--- src/rtl/register_file_32x64_pkg.sv ---
// ----------------------------------------------------------------------------
// register_file_32x64_pkg
//   Shared definitions for the general-purpose register file. The decode stage
//   and the hazard unit use the same constants.
//   Contents:
//     REG_ADDR_W    width of a register index
//     NUM_REGS      number of architectural registers (including XZR)
//     ZERO_REG_IDX  index of the hardwired-zero register (XZR)
//     reg_addr_t    register index type
// ----------------------------------------------------------------------------
package register_file_32x64_pkg;

   localparam int REG_ADDR_W   = 5;
   localparam int NUM_REGS     = 32;
   localparam int ZERO_REG_IDX = 31;

   typedef logic [REG_ADDR_W-1:0] reg_addr_t;

endpackage : register_file_32x64_pkg

--- src/rtl/register_file_32x64_decoder_5to32.sv ---
// ----------------------------------------------------------------------------
// decoder_5to32
//   Converts a 5-bit register index into a 32-bit one-hot select.
//   The output is all-zero when en is low, and otherwise strictly one-hot.
//   Ports:
//     en      in   1   decoder enable
//     addr    in   5   register index
//     onehot  out  32  one-hot select, bit i set when en && addr == i
// ----------------------------------------------------------------------------
module decoder_5to32
   import register_file_32x64_pkg::*;
(
   input  logic [REG_ADDR_W-1:0] addr,
   input  logic                  en,
   output logic [NUM_REGS-1:0]   onehot
);

   genvar gi;
   generate
      for (gi = 0; gi < NUM_REGS; gi++) begin : g_dec
         assign onehot[gi] = en && (addr == REG_ADDR_W'(gi));
      end
   endgenerate

endmodule : decoder_5to32

--- src/rtl/register_file_32x64.sv ---
// ----------------------------------------------------------------------------
// register_file_32x64
//   32-entry general-purpose register file: one write port and two
//   combinational read ports. Register ZERO_REG (XZR) has no storage and
//   always reads as zero. A write presented in the current cycle is forwarded
//   to any read port that addresses the same register.
//   Parameters:
//     N          data width of every register and data port
//     ZERO_REG   index of the hardwired-zero register
//   Ports:
//     clk        in   1  clock, all state updates on the rising edge
//     reset_n    in   1  asynchronous active-low reset, clears every register
//     wr_en      in   1  write enable
//     wr_addr    in   5  destination register index
//     wr_data    in   N  write data
//     rd_addr_a  in   5  read port A index
//     rd_addr_b  in   5  read port B index
//     rd_data_a  out  N  read port A data (combinational)
//     rd_data_b  out  N  read port B data (combinational)
// ----------------------------------------------------------------------------
module register_file_32x64
   import register_file_32x64_pkg::*;
#(
   parameter int N        = 64,
   parameter int ZERO_REG = ZERO_REG_IDX
)
(
   input  logic                  clk,
   input  logic                  reset_n,
   input  logic                  wr_en,
   input  logic [REG_ADDR_W-1:0] wr_addr,
   input  logic [N-1:0]          wr_data,
   input  logic [REG_ADDR_W-1:0] rd_addr_a,
   input  logic [REG_ADDR_W-1:0] rd_addr_b,
   output logic [N-1:0]          rd_data_a,
   output logic [N-1:0]          rd_data_b
);

   localparam int                    NUM_RD_PORTS = 2;
   localparam logic [REG_ADDR_W-1:0] ZERO_ADDR    = REG_ADDR_W'(ZERO_REG);
   localparam logic [NUM_REGS-1:0]   ZERO_MASK    = NUM_REGS'(1) << ZERO_REG;

   // ------------------------------------------------------------------------
   // Write-side decode. XZR's select bit is cleared here so that the rest of
   // the block sees a select vector that already encodes "write discarded".
   // ------------------------------------------------------------------------
   logic [NUM_REGS-1:0] wr_sel_raw;
   logic [NUM_REGS-1:0] wr_sel;

   decoder_5to32 u_wr_dec (
      .addr   (wr_addr),
      .en     (wr_en),
      .onehot (wr_sel_raw)
   );

   assign wr_sel = wr_sel_raw & ~ZERO_MASK;

   // ------------------------------------------------------------------------
   // Register array. The XZR slot is a constant zero, not a flop.
   // ------------------------------------------------------------------------
   logic [N-1:0] regs [NUM_REGS];

   genvar gi;
   generate
      for (gi = 0; gi < NUM_REGS; gi++) begin : g_reg
         if (gi == ZERO_REG) begin : g_zero
            assign regs[gi] = '0;
         end else begin : g_store
            logic [N-1:0] q_reg;

            always_ff @(posedge clk or negedge reset_n) begin
               if (!reset_n) begin
                  q_reg <= '0;
               end else if (wr_sel[gi]) begin
                  q_reg <= wr_data;
               end
            end

            assign regs[gi] = q_reg;
         end
      end
   endgenerate

   // ------------------------------------------------------------------------
   // Read ports. The masked write select doubles as the bypass compare:
   // wr_sel[rd_addr] is set exactly when a write to that (non-XZR) register
   // is being presented this cycle. Gating with reset_n keeps the ports at
   // zero while the array is held in reset.
   // ------------------------------------------------------------------------
   logic [REG_ADDR_W-1:0] rd_addr [NUM_RD_PORTS];
   logic [N-1:0]          rd_data [NUM_RD_PORTS];

   assign rd_addr[0] = rd_addr_a;
   assign rd_addr[1] = rd_addr_b;

   generate
      for (gi = 0; gi < NUM_RD_PORTS; gi++) begin : g_rd
         logic bypass;

         assign bypass = reset_n && wr_sel[rd_addr[gi]];

         always_comb begin
            rd_data[gi] = '0;
            if (rd_addr[gi] != ZERO_ADDR) begin
               rd_data[gi] = bypass ? wr_data : regs[rd_addr[gi]];
            end
         end
      end
   endgenerate

   assign rd_data_a = rd_data[0];
   assign rd_data_b = rd_data[1];

endmodule : register_file_32x64

--- config.mk ---
export PLATFORM = sky130hd
export DESIGN_NAME = register_file_32x64
export DESIGN_NICKNAME = d
export VERILOG_FILES = /design/src/rtl/register_file_32x64_pkg.sv /design/src/rtl/register_file_32x64_decoder_5to32.sv /design/src/rtl/register_file_32x64.sv
export SDC_FILE = /design/constraint.sdc
export NUM_CORES = 2
export LEC_CHECK = 0
export CORE_MARGIN = 2
export CORE_UTILIZATION = 55
export DETAILED_ROUTE_END_ITERATION = 10
export GPL_TIMING_DRIVEN = 0
export PLACE_DENSITY = 0.75
export SYNTH_ARGS = -nofsm -noshare
export SYNTH_HDL_FRONTEND = slang
export SYNTH_SLANG_ARGS = --single-unit
--- constraint.sdc ---
create_clock -name clk -period 2.4 [get_ports clk]
set_clock_uncertainty 0.15 [all_clocks]
set_input_delay 0.24 -clock clk [delete_from_list [all_inputs] [get_ports clk]]
set_output_delay 0.24 -clock clk [all_outputs]
set_load 0.01 [all_outputs]
**Signal metal coverage by tile**

The die is cut into 22 by 22 equal tiles; white is low, dark blue is high, scaled to the fullest tile. Values are wire area over tile area, all layers added.
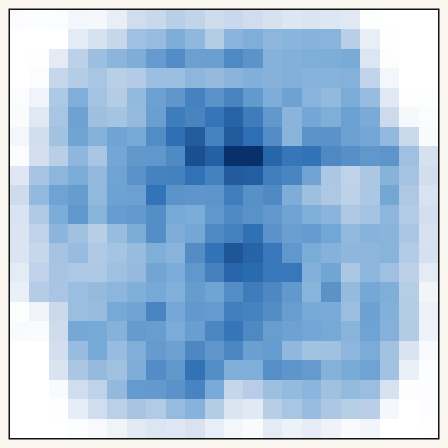
fullest tile: 1.1
mean over tiles: 0.41
nearly empty tiles: 9.7%
tiles over half the peak: 33%
densest ninth of the die: middle
routed len/inst: 41.06 um
Post-Route WL: 428.6 mm
GR Util All Layers: 43.78%
Vias: 79340

**Met4 routing**

(1 px per um) Supply wires on this layer in grey.
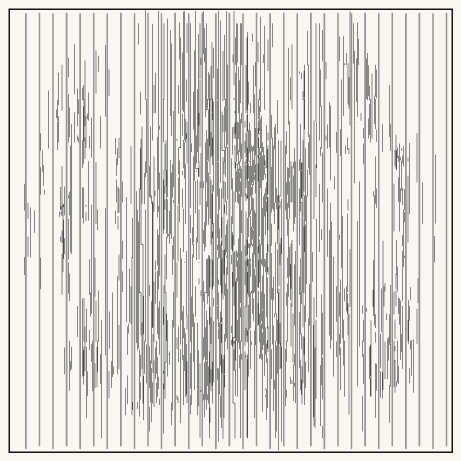
main direction: vertical
nets with wire on the layer: 516
wire length on this layer: 38.7 mm
share of all routed wire: 9.0%

**Congestion heat map**

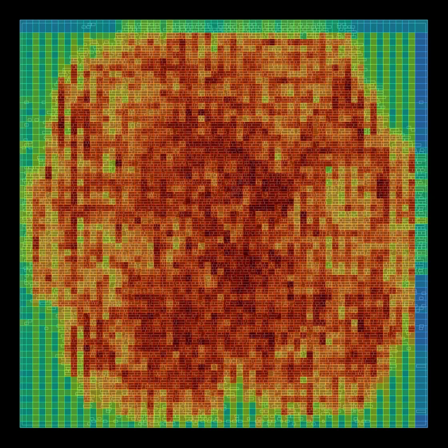
Final Core Density: 66.88%
met3 GRT Util: 20.84%

**Layout detail**

Window x 206 to 236, y 117 to 147 um. Cells in grey, sequential cells in the stronger grey; small squares are vias.
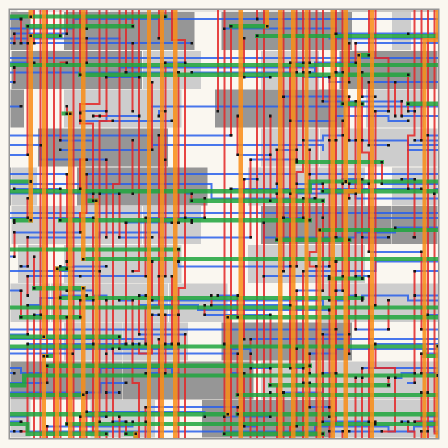
| layer | colour |
|---|---|
| metal 3 | green |
| metal 2 | red |
| metal 4 | orange |
| metal 1 | blue |
cells with their middle in the window: 37
netlist names of flops here include: g_reg.g_store.q_reg (12)
sequential cells in the window: 12
most frequent: dfrtp_1 (12), mux2_2 (11), mux4_2 (8)

==> flow_metrics.env <==
# yosys + openroad results
export IMPL_run_status="complete, but fails checks"
export IMPL_violations="negative hold slack, max-capacitance violations, max-slew violations, negative setup slack"
export IMPL_worstPathArrival_ns=2.80
export IMPL_fp_util_pct=55.33
export IMPL_yosysChipArea_um2=105200
export IMPL_warnings=50
export IMPL_finalSetupViolCount=352
export IMPL_largest_class="logic gates"
export IMPL_fin_ws_ns=-0.7914
export IMPL_top_cell_area_share_pct=47.18
export IMPL_first_global_vias=79690
export IMPL_post_route_min_period_ns=3.191
export IMPL_cts_root_buffer="clkbuf_16"
export IMPL_synth_cells_yosys=7091
export IMPL_max_stage_delay_ns=0.67
export IMPL_final_area_um2=127200
export IMPL_die_h_um=441.4
export IMPL_placement_io_buffers=199
export IMPL_nonClkBufAreaFrac_pct=8.548
export IMPL_inverters=3
export IMPL_syn_nets=7173
export IMPL_buffers_excl_clock=1221
export IMPL_final_max_slew_viol_count=22
export IMPL_wl_met1_mm=146.1
export IMPL_reg2reg_slack_ns=1.21
export IMPL_via_per_inst=7.601
export IMPL_xor_share_pct=0.06659
export IMPL_path_cells="mux2i_1, o22ai_1, a211oi_2, nor4_2, mux2_4, buf_6"
export IMPL_tightest_slew_ns=1.612
export IMPL_syn_area_um2=105200
export IMPL_drtIter0Drc=10830
export IMPL_dp_hpwl_mm=274.3
export IMPL_vdd_ir_drop_max_uv=873.1
export IMPL_rows=160
export IMPL_chipArea_um2=194800
export IMPL_crit_type="reg2out"
export IMPL_maxCapViolCount=2
export IMPL_whs_ns=-0.06301
export IMPL_drive_above_1_share_pct=59.40
export IMPL_final_hold_viol_count=23
export IMPL_antenna_left=0
export IMPL_h_tree_depth=4
export IMPL_yosys_warnings=0
export IMPL_cts_tree="built"
## cells in the final DEF (no fill, tap or decap), drive strengths merged, types with 9 or more instances in the layout
| cell type | n |
|---|---|
| dfrtp | 1984 |
| bufbuf | 12 |
| nor2 | 23 |
| o2bb2ai | 128 |
| nor4 | 116 |
| clkbuf | 689 |
| mux2 | 2113 |
| nor2b | 12 |
| clkinv | 50 |
| mux2i | 406 |
| bufinv | 22 |
| clkdlybuf4s50 | 64 |
| a22oi | 10 |
| clkinvlp | 11 |
| nor3 | 9 |
| inv | 11 |
| diode | 25 |
| buf | 721 |
| nand2 | 21 |
| dlygate4sd3 | 20 |
| nand2b | 14 |
| a211oi | 151 |
| mux4 | 756 |
| o22ai | 498 |
## power by group through the flow
stage | registers, mW | logic [mW] | clock network (mW)
finish | 45.2 | 25.0 | 34.9
global route | 45.8 | 25.9 | 36.1
CTS | 44.8 | 23.8 | 34.7
detailed placement | 45.4 | 20.8 | 0
global placement | 45.2 | 19.7 | 0
floorplan | 43.6 | 15.0 | 0
## kinds of logic (layout without fill, tap and decap cells)
logic type / after synthesis / after routing
multiplexers: 3275 / 3275
flip-flops: 1984 / 1984
AND-OR/OR-AND: 799 / 799
buffers and inverters: 796 / 1607
AND/OR/NAND/NOR: 229 / 229
XOR/XNOR: 8 / 8
other: 0 / 25
## through the flow
stage	cells	setup TNS [ns]
detailed placement	9813	-3336.76
global placement	9801	-
global route	10430	-70.12
floorplan	7091	0
CTS	10390	-155.01
finish	10440	-89.37
## critical path, delay by kind of cell, from the launching register on
family                 cells  cell delay, ns
AND-OR/OR-AND              2            0.77
multiplexers               2            0.46
flip-flops                 1            0.42
buffers and inverters      1            0.12
AND/OR/NAND/NOR            1            0.10
Power figures rest on the tool's default switching activity, not on a simulated workload.
